==> config.mk <==
export PLATFORM = sky130hd
export DESIGN_NAME = sync_fifo_v2_flat
export DESIGN_NICKNAME = d
export VERILOG_FILES = /design/src/rtl/sync_fifo_v2_pkg.sv /design/src/rtl/sync_fifo_v2_if.sv /design/src/rtl/sync_fifo_v2_ptr_ctrl.sv /design/src/rtl/sync_fifo_v2.sv /design/src/flat_wrapper.sv
export SDC_FILE = /design/constraint.sdc
export NUM_CORES = 1
export LEC_CHECK = 0
export CAP_MARGIN = 20
export CORE_ASPECT_RATIO = 1.75
export CORE_MARGIN = 4
export CORE_UTILIZATION = 54
export DETAILED_ROUTE_END_ITERATION = 7
export GPL_TIMING_DRIVEN = 0
export PLACE_DENSITY = 0.77
export SYNTH_ARGS = -nofsm -noshare
export SYNTH_HDL_FRONTEND = slang
export SYNTH_SLANG_ARGS = --single-unit
==> constraint.sdc <==
create_clock -name clk -period 3 [get_ports clk]
set_input_delay 0.6 -clock clk [delete_from_list [all_inputs] [get_ports clk]]
set_output_delay 0.6 -clock clk [all_outputs]
set_load 0.01 [all_outputs]
==> src/rtl/sync_fifo_v2_pkg.sv <==
// Shared constants and status bundle for the sync_fifo_v2 slice.
// Build option: SYNC_FIFO_FWFT_EN selects show-ahead read data.
package sync_fifo_pkg;

    localparam int FIFO_DEF_ADDR_W = 2;
    localparam int FIFO_DEF_DATA_W = 8;

    typedef struct packed {
        logic empty;
        logic full;
        logic almost_empty;
        logic almost_full;
        logic overflow;
        logic underflow;
    } fifo_status_t;

endpackage

==> src/rtl/sync_fifo_v2_if.sv <==
// Producer/consumer bundle for sync_fifo_v2.
// The FIFO takes the slave side; its user takes master.
interface sync_fifo_v2_if
    import sync_fifo_pkg::*;
#(
    parameter type DATA_T = logic [FIFO_DEF_DATA_W-1:0],
    parameter int  ADDR_W = FIFO_DEF_ADDR_W
);

    logic            wr_en;
    DATA_T           wr_data;
    logic            rd_en;
    DATA_T           rd_data;
    logic            rd_valid;
    logic            empty;
    logic            full;
    logic            almost_empty;
    logic            almost_full;
    logic [ADDR_W:0] count;
    logic            overflow;
    logic            underflow;

    modport master (
        output wr_en, wr_data, rd_en,
        input  rd_data, rd_valid, empty, full,
        input  almost_empty, almost_full, count,
        input  overflow, underflow
    );

    modport slave (
        input  wr_en, wr_data, rd_en,
        output rd_data, rd_valid, empty, full,
        output almost_empty, almost_full, count,
        output overflow, underflow
    );

endinterface

==> src/rtl/sync_fifo_v2_ptr_ctrl.sv <==
// Pointers, accept logic, flags, count and sticky errors.
// Wrap-bit pointers distinguish full from empty.
module fifo_ptr_ctrl
    import sync_fifo_pkg::*;
#(
    parameter int ADDR_W    = FIFO_DEF_ADDR_W,
    parameter int AFULL_TH  = (1 << ADDR_W) - 1,
    parameter int AEMPTY_TH = 1
) (
    input  logic              clk,
    input  logic              reset,
    input  logic              wr_en,
    input  logic              rd_en,
    output logic [ADDR_W-1:0] wr_addr,
    output logic [ADDR_W-1:0] rd_addr,
    output logic              wr_acc,
    output logic              rd_acc,
    output logic [ADDR_W:0]   count,
    output fifo_status_t      status
);

    localparam logic [ADDR_W:0] AF = (ADDR_W+1)'(AFULL_TH);
    localparam logic [ADDR_W:0] AE = (ADDR_W+1)'(AEMPTY_TH);

    logic [ADDR_W:0] wr_ptr;
    logic [ADDR_W:0] rd_ptr;
    logic            empty;
    logic            full;
    logic            ovf;
    logic            udf;

    assign empty = (wr_ptr == rd_ptr);
    assign full  = (wr_ptr[ADDR_W-1:0] == rd_ptr[ADDR_W-1:0])
                && (wr_ptr[ADDR_W] != rd_ptr[ADDR_W]);
    assign count = wr_ptr - rd_ptr;

    // Requests in a reset cycle must not touch memory or pointers.
    assign wr_acc  = wr_en && !full && !reset;
    assign rd_acc  = rd_en && !empty && !reset;
    assign wr_addr = wr_ptr[ADDR_W-1:0];
    assign rd_addr = rd_ptr[ADDR_W-1:0];

    assign status.empty        = empty;
    assign status.full         = full;
    assign status.almost_empty = (count <= AE);
    assign status.almost_full  = (count >= AF);
    assign status.overflow     = ovf;
    assign status.underflow    = udf;

    // Advance pointers on accepted ops; latch dropped-request errors.
    always_ff @(posedge clk) begin
        if (reset) begin
            wr_ptr <= '0;
            rd_ptr <= '0;
            ovf    <= 1'b0;
            udf    <= 1'b0;
        end else begin
            if (wr_acc) wr_ptr <= wr_ptr + 1'b1;
            if (rd_acc) rd_ptr <= rd_ptr + 1'b1;
            if (wr_en && full)  ovf <= 1'b1;
            if (rd_en && empty) udf <= 1'b1;
        end
    end

endmodule

==> src/rtl/sync_fifo_v2.sv <==
// Synchronous single-clock FIFO: storage plus read-data path.
// Build option: SYNC_FIFO_FWFT_EN selects show-ahead read data.
module sync_fifo_v2
    import sync_fifo_pkg::*;
#(
    parameter type DATA_T    = logic [FIFO_DEF_DATA_W-1:0],
    parameter int  ADDR_W    = FIFO_DEF_ADDR_W,
    parameter int  AFULL_TH  = (1 << ADDR_W) - 1,
    parameter int  AEMPTY_TH = 1
) (
    input logic           clk,
    input logic           reset,
    sync_fifo_v2_if.slave bus
);

    localparam int DEPTH = 1 << ADDR_W;

    DATA_T             mem [DEPTH];
    logic [ADDR_W-1:0] wr_addr;
    logic [ADDR_W-1:0] rd_addr;
    logic              wr_acc;
    logic              rd_acc;
    fifo_status_t      status;

    fifo_ptr_ctrl #(
        .ADDR_W    (ADDR_W),
        .AFULL_TH  (AFULL_TH),
        .AEMPTY_TH (AEMPTY_TH)
    ) u_ptr (
        .clk     (clk),
        .reset   (reset),
        .wr_en   (bus.wr_en),
        .rd_en   (bus.rd_en),
        .wr_addr (wr_addr),
        .rd_addr (rd_addr),
        .wr_acc  (wr_acc),
        .rd_acc  (rd_acc),
        .count   (bus.count),
        .status  (status)
    );

    assign bus.empty        = status.empty;
    assign bus.full         = status.full;
    assign bus.almost_empty = status.almost_empty;
    assign bus.almost_full  = status.almost_full;
    assign bus.overflow     = status.overflow;
    assign bus.underflow    = status.underflow;

    // Storage is deliberately left unreset.
    always_ff @(posedge clk) begin
        if (wr_acc) mem[wr_addr] <= bus.wr_data;
    end

`ifdef SYNC_FIFO_FWFT_EN
    logic unused_rd_acc;

    assign unused_rd_acc = rd_acc;
    assign bus.rd_data   = mem[rd_addr];
    assign bus.rd_valid  = !status.empty;
`else
    DATA_T rd_q;
    logic  rv_q;

    assign bus.rd_data  = rd_q;
    assign bus.rd_valid = rv_q;

    // Capture the head on an accepted read; data holds otherwise.
    always_ff @(posedge clk) begin
        if (reset) begin
            rd_q <= '0;
            rv_q <= 1'b0;
        end else begin
            rv_q <= rd_acc;
            if (rd_acc) rd_q <= mem[rd_addr];
        end
    end
`endif

endmodule
==> src/flat_wrapper.sv <==
// flat-port wrapper written by rule: the top's interface ports become plain ports
module sync_fifo_v2_flat import sync_fifo_pkg::*;
#(
    parameter type DATA_T    = logic [FIFO_DEF_DATA_W-1:0],
    parameter int  ADDR_W    = FIFO_DEF_ADDR_W,
    parameter int  AFULL_TH  = (1 << ADDR_W) - 1,
    parameter int  AEMPTY_TH = 1
)
  (clk, reset, bus_wr_en, bus_wr_data, bus_rd_en, bus_rd_data, bus_rd_valid, bus_empty, bus_full, bus_almost_empty, bus_almost_full, bus_count, bus_overflow, bus_underflow);
  sync_fifo_v2_if #(.DATA_T(DATA_T), .ADDR_W(ADDR_W)) bus_i ();
  input logic clk;
  input logic reset;
  input wire logic [$bits(bus_i.wr_en)-1:0] bus_wr_en;
  input wire logic [$bits(bus_i.wr_data)-1:0] bus_wr_data;
  input wire logic [$bits(bus_i.rd_en)-1:0] bus_rd_en;
  output wire logic [$bits(bus_i.rd_data)-1:0] bus_rd_data;
  output wire logic [$bits(bus_i.rd_valid)-1:0] bus_rd_valid;
  output wire logic [$bits(bus_i.empty)-1:0] bus_empty;
  output wire logic [$bits(bus_i.full)-1:0] bus_full;
  output wire logic [$bits(bus_i.almost_empty)-1:0] bus_almost_empty;
  output wire logic [$bits(bus_i.almost_full)-1:0] bus_almost_full;
  output wire logic [$bits(bus_i.count)-1:0] bus_count;
  output wire logic [$bits(bus_i.overflow)-1:0] bus_overflow;
  output wire logic [$bits(bus_i.underflow)-1:0] bus_underflow;
  assign bus_i.wr_en = bus_wr_en;
  assign bus_i.wr_data = bus_wr_data;
  assign bus_i.rd_en = bus_rd_en;
  assign bus_rd_data = bus_i.rd_data;
  assign bus_rd_valid = bus_i.rd_valid;
  assign bus_empty = bus_i.empty;
  assign bus_full = bus_i.full;
  assign bus_almost_empty = bus_i.almost_empty;
  assign bus_almost_full = bus_i.almost_full;
  assign bus_count = bus_i.count;
  assign bus_overflow = bus_i.overflow;
  assign bus_underflow = bus_i.underflow;
  sync_fifo_v2 #(.DATA_T(DATA_T), .ADDR_W(ADDR_W), .AFULL_TH(AFULL_TH), .AEMPTY_TH(AEMPTY_TH)) u_core (.clk(clk), .reset(reset), .bus(bus_i));
endmodule
==> out/qor.txt, run 1 <==
Status: complete, no violations
Clock sink total: 49
Setup violators final: 0
Top cells by count: edfxtp_1, dfxtp_1, inv_1
Fillers: 263
Sw Ratio: 0.3061
Top cells by area: edfxtp_1, dfxtp_1, mux4_1
Multi-input gates: 78
Hold path start: u_core.u_ptr.ovf
Core ar.: 0.003866 mm2
Max VDD drop: 446.6 uV
Insertion Delay late pin: 0.31 ns
CP Buf/Inv Count: 3
Worst hold margin: 0.4873 ns
RSZ-0062 raised after global routing: true
Hold depth: 2
M1 GR Usage: 0.1756
Hold Fails Final Rpt: 0
Layout area overhead: 20.54%
CP Capture Point: bus_full
Antenna violations before repair: 0
Top cell area share: 0.4419
Max Cap Viol: 0
Asr flop ratio synth: 0
CP peak stage delay: 0.57 ns
Num CTS Buffers: 5
Clk pwr share: 0.224
Total Wirelength: 4220 um
Flop share of the area: 0.4964
Adder Share, Synth: 0.04948
Root Driver: clkbuf_8
Layout cells sized above 1: 0.1129
Number of port buffers: 28
DP Worst Slack: 0.05309 ns
XOR/XNOR Area Share: 0.01554
Cycle use final: 0.9597
First-pass GRT wire length: 6927 um
Reg2Reg Capture Point: u_core.mem[2][2]
Cell with the most instances after synthesis: edfxtp_1
Hold endpoint: u_core.u_ptr.ovf
Longest Clk Path Bufs: 2
Resize count post-CTS: 3
Measured slew at the worst slew-check pin: 0.4862 ns
Yosys chip area: 0.002175 mm2
Synth Warn #: 0
Clk slew on worst S/H paths: 0.10 ns
Fin crit period: 2.879 ns
Routed wl met3: 172 um
Largest net degree at the start of global routing: 19
Final Power: 1.845 mW
Ys flops: 49
TritonRoute pass-1 iters: 4
GR Overflow Total: 0
Syn Std Cell Area: 0.002175 mm2
WL met2: 2407 um
CP cell instances: clkbuf_4 -> inv_1 -> ha_1 -> nand2_1 -> nor2_1 -> clkdlybuf4s50_1
LEAKAGE: 0.9350 nW
Post-placement cell area: 0.002515 mm2
Init Core Util: 0.5625
Seq. pwr: 0.821 mW
Max reg flops: 32
Min-delay worst type: reg -> reg
CTS tree: built
Ys cells: 151
Vias in the first global route: 1454
Area-dominant class: flip-flops and latches
WP data required: 2.40 ns
DRT iter0 DRCs: 28
FF-to-FF Start: u_core.u_ptr.rd_ptr[1]
Worst path top cell family by delay: buffers and inverters
### Placement density heat map, run 1

Scale bar: 20 um. The die is cut into 6 by 9 equal tiles; black is low, pale yellow is high, 0 to 100% covered.
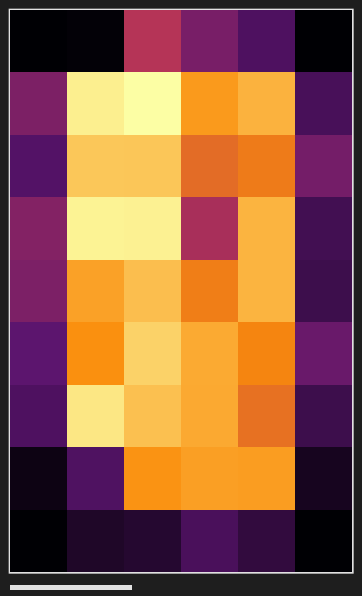
39% of the tiles are over 75% full. The mean over all tiles is 50%. The densest ninth of the die: center. The fullest tile reaches 100%. 9.3% of the tiles are nearly empty.

### Wiring heat map, run 1

Scale bar: 20 um. The die is cut into 11 by 18 equal tiles; black is low, pale yellow is high, scaled to the fullest tile. Values are wire area over tile area, all layers added.
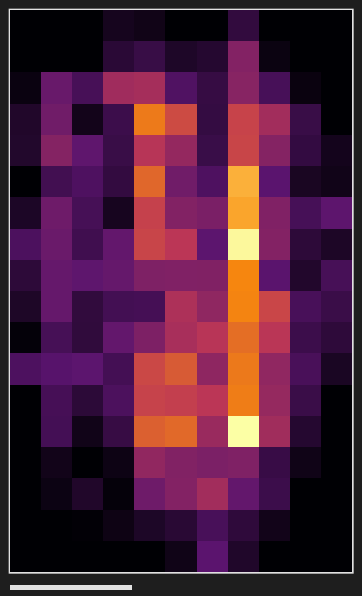
The densest ninth of the die: center. 21% of the tiles are nearly empty. The mean over all tiles is 0.13. 12% of the tiles are over half the peak. The emptiest ninth of the die: south-west. The fullest tile reaches 0.58.

### Congestion heat map, run 1

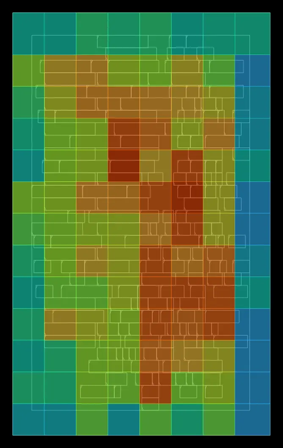
routed len/inst: 18.03 um
overall fraction of global-route tracks in use: 0.1767
final core occ: 0.6780

### Met2 routing, run 1

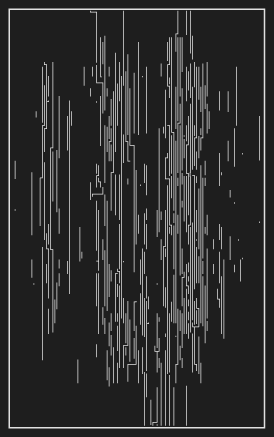
The layer holds 57% of the routed length. The layer carries 2410 um of wire. 178 nets have wire on it. The longest straight run is 53.4 um. The wires run mostly vertical.

### Signal wires on met1, run 1

Scale bar: 20 um.
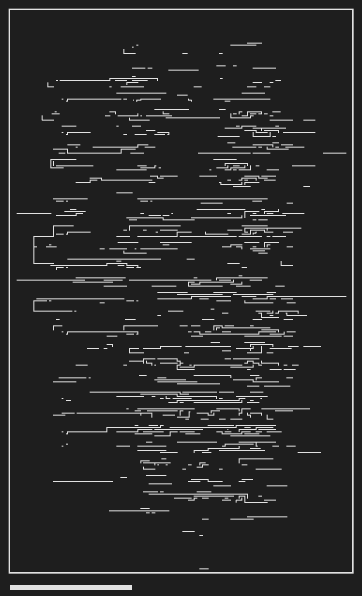

## Run 2: what changed since run 1
- SYNTH_HIERARCHICAL: default -> 1
### Signal wires on met1, run 2

Scale bar: 20 um.
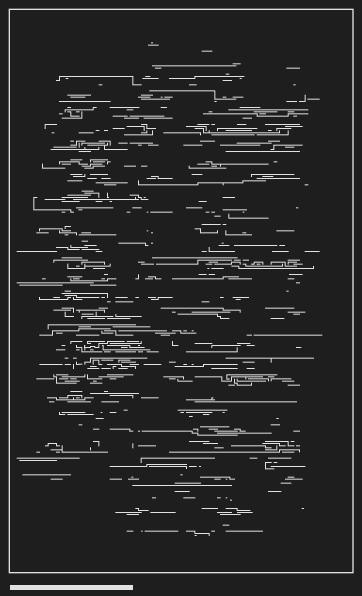
The wires run mostly horizontal. The layer holds 36% of the routed length. 191 nets have wire on it. The longest straight run is 17.9 um.

==> out/qor.txt, run 2 <==
Status: complete, no violations
RSZ-0062 raised after global routing: false
CP peak stage delay: 0.53 ns (-0.04 ns)
CTS tree: built
Final Power: 2.426 mW (+31%)
Synth Warn #: 6 (+6)
Largest net degree at the start of global routing: 17 (-2)
Root Driver: clkbuf_8
Final core occ: 0.6828 (+0.004854)
Clk pwr share: 0.226 (+0.002)
WP data required: 2.40 ns (about the same)
Antenna violations before repair: 0 (unchanged)
Max reg flops: 32 (unchanged)
Multi-input gates: 92 (+18%)
Hold Fails Final Rpt: 0 (unchanged)
Reg2Reg Capture Point: u_core/mem[1][5]
FF-to-FF Start: u_core/u_ptr/wr_ptr[0]
Asr flop ratio synth: 0 (unchanged)
Flop share of the area: 0.4929 (-0.003529)
LEAKAGE: 0.9404 nW (+0.58%)
WL met2: 2376 um (-1.3%)
GR Overflow Total: 0 (unchanged)
Vias in the first global route: 1495 (+2.8%)
Hold path start: u_core/u_ptr/ovf
Hold endpoint: u_core/u_ptr/ovf
Number of non-clock buffers: 45
Routed len/inst: 17.40 um (-3.5%)
Number of port buffers: 27 (-3.6%)
Clk slew on worst S/H paths: 0.09 ns (about the same)
Top cell area share: 0.4460 (+0.004106)
Top cells by count: edfxtp_1, dfxtp_1, mux2i_1
Num CTS Buffers: 5 (unchanged)
Syn Std Cell Area: 0.002155 mm2 (-0.92%)
Seq. pwr: 0.887 mW (+8.0%)
XOR/XNOR Area Share: 0.01568 (+0.0001443)
Area-dominant class: flip-flops and latches
DP Worst Slack: 0.06178 ns (+0.008692 ns)
TritonRoute pass-1 iters: 4 (unchanged)
M1 GR Usage: 0.1783 (+0.002751)
Layout area overhead: 22.53%
First-pass GRT wire length: 6989 um (+0.90%)
Core ar.: 0.003866 mm2 (unchanged)
Insertion Delay late pin: 0.29 ns (-0.02 ns)
Yosys chip area: 0.002155 mm2 (-0.92%)
Overall fraction of global-route tracks in use: 0.1813 (+0.004575)
CP Buf/Inv Count: 3 (unchanged)
Longest Clk Path Bufs: 2 (unchanged)
Post-placement cell area: 0.002490 mm2 (-0.99%)
Routed wl met3: 209 um (+22%)
Fillers: 290 (+10%)
Die ar.: 0.005104 mm2
Measured slew at the worst slew-check pin: 0.8160 ns (+0.3299 ns)
Resize count post-CTS: 0 (-3)
Ys flops: 49 (unchanged)
Setup violators final: 0 (unchanged)
Clock sink total: 49 (unchanged)
Worst path top cell family by delay: buffers and inverters
Cycle use final: 0.9385 (-0.02124)
Min-delay worst type: reg -> reg
Total Wirelength: 4299 um (+1.9%)
Cell with the most instances after synthesis: edfxtp_1
Max Cap Viol: 0 (unchanged)
CP cell instances: inv_1 -> ha_1 -> inv_1 -> fa_1 -> xnor2_2 -> a21o_1 -> clkdlybuf4s50_1
### Met2 routing, run 2

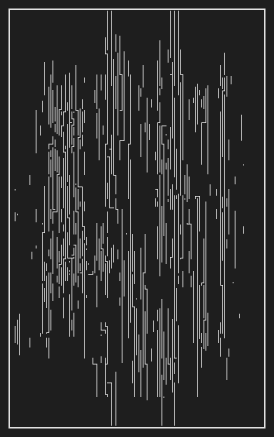
194 nets have wire on it. The layer holds 55% of the routed length. The layer carries 2380 um of wire. The longest straight run is 53.4 um. The wires run mostly vertical.

### Wiring heat map, run 2

Scale bar: 20 um. The die is cut into 11 by 18 equal tiles; black is low, pale yellow is high, scaled to the fullest tile. Values are wire area over tile area, all layers added.
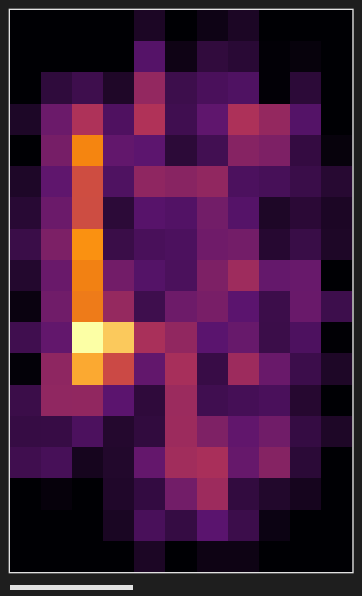

## Run 3: what changed since run 2
- ABC_AREA: default -> 1
### Wiring heat map, run 3

Scale bar: 20 um. The die is cut into 11 by 18 equal tiles; black is low, pale yellow is high, scaled to the fullest tile. Values are wire area over tile area, all layers added.
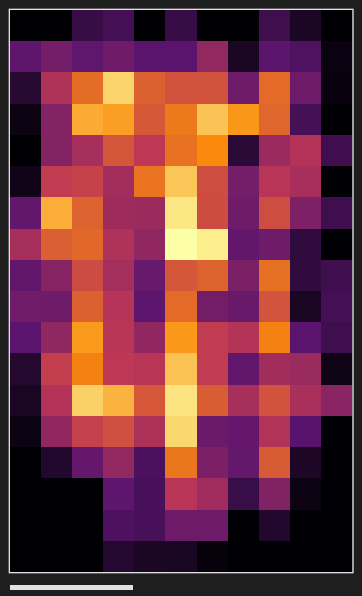
16% of the tiles are nearly empty. 29% of the tiles are over half the peak. The densest ninth of the die: center.

### Signal wires on met1, run 3

Scale bar: 20 um.
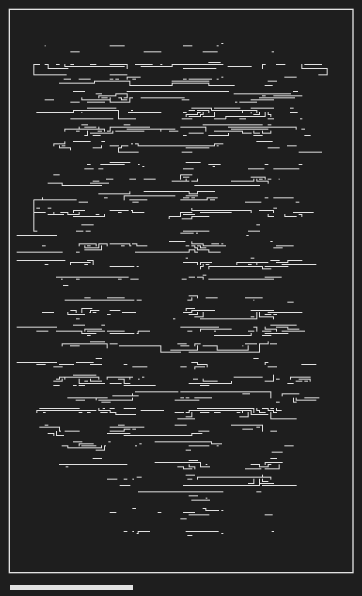
The layer holds 36% of the routed length. 235 nets have wire on it. The longest straight run is 16.6 um. The wires run mostly horizontal. The layer carries 1450 um of wire.

==> out/qor.txt, run 3 <==
Worst Setup Start Kind: flop
CP peak stage delay: 0.53 ns (about the same)
Antenna violations before repair: 0 (unchanged)
TritonRoute pass-1 iters: 4 (unchanged)
Hold depth: 2
Final core occ: 0.6773 (-0.005502)
Synth Net Count: 224
Hold endpoint: u_core/u_ptr/ovf
Layout area overhead: 21.19%
Overall fraction of global-route tracks in use: 0.1667 (-0.01464)
CP arrival: 2.18 ns
Routed wl met3: 120 um (-43%)
Flop share of the area: 0.4969 (+0.004003)
FF-to-FF Start: u_core/u_ptr/wr_ptr[0]
Clock sink total: 49 (unchanged)
Mux frac, synth: 0
Net Switching: 0.3877 mW
P_clk: 0.357 mW
XOR/XNOR Area Share: 0.007528 (-0.008152)
Top cell area share: 0.4447 (-0.001291)
Vias in the first global route: 1536 (+2.7%)
Min-delay worst type: reg -> reg
CP cell instances: inv_1 -> ha_1 -> inv_1 -> fa_1 -> xor2_2 -> a21o_1 -> clkdlybuf4s50_1
Post-placement cell area: 0.002534 mm2 (+1.8%)
Ys flops: 49 (unchanged)
Longest Clk Path Bufs: 2 (unchanged)
Max reg flops: 32 (unchanged)
Core ar.: 0.003866 mm2 (unchanged)
WL met2: 2297 um (-3.3%)
M1 GR Usage: 0.1632 (-0.01509)
Clk slew on worst S/H paths: 0.08 ns (about the same)
Number of port buffers: 29 (+7.4%)
Yosys chip area: 0.002161 mm2 (+0.29%)
Crit path depth: 7
Rows: 30
CTS tree: built
LEAKAGE: 1.032 nW (+9.7%)
Count of pins over their slew limit: 0
Largest net degree at the start of global routing: 14 (-3)
GR Overflow Total: 0 (unchanged)
Fillers: 302 (+4.1%)
Largest Register: u_core/mem
CP Buf/Inv Count: 3 (unchanged)
Setup violators final: 0 (unchanged)
Worst path top cell family by delay: buffers and inverters
Total Negative Setup Slacks: 0 ns
Comb power: 0.350 mW
WP data required: 2.40 ns (about the same)
Resize count post-CTS: 0 (unchanged)
NonClk Buf Share: 0.1653
Synth Warn #: 6 (unchanged)
Asr flop ratio synth: 0 (unchanged)
Final Power: 1.473 mW (-39%)
Area-dominant class: flip-flops and latches
Root Driver: clkbuf_8
Tool warning count: 27
Num CTS Buffers: 5 (unchanged)
DRT iter0 DRCs: 36
Clk pwr share: 0.242 (+0.016)
Syn Std Cell Area: 0.002161 mm2 (+0.29%)
Total Wirelength: 3975 um (-7.5%)
Nets: 264
Top cells by count: nand2_1, edfxtp_1, nand3_1
Status: complete, no violations
Cycle use final: 0.9252 (-0.01330)
Hold path start: u_core/u_ptr/ovf
DP Worst Slack: 0.1518 ns (+0.09002 ns)
Largest Pwr Group: registers
Seq. pwr: 0.766 mW (-14%)
Cell with the most instances after synthesis: nand2_1
First-pass GRT wire length: 6617 um (-5.3%)
Number of non-clock buffers: 46 (+2.2%)
RSZ-0062 raised after global routing: false
Max Cap Viol: 0 (unchanged)
Yosys cell types: 25
CP max-delay cell: clkdlybuf4s50_1
Insertion Delay late pin: 0.29 ns (about the same)
Multi-input gates: 124 (+35%)
Die ar.: 0.005118 mm2 (+0.26%)
Reg2Reg Capture Point: u_core/mem[3][2]
Routed len/inst: 13.43 um (-23%)
Most used cell, CP: inv_1
Hold Fails Final Rpt: 0 (unchanged)
Power and IR drop assume default switching activity.
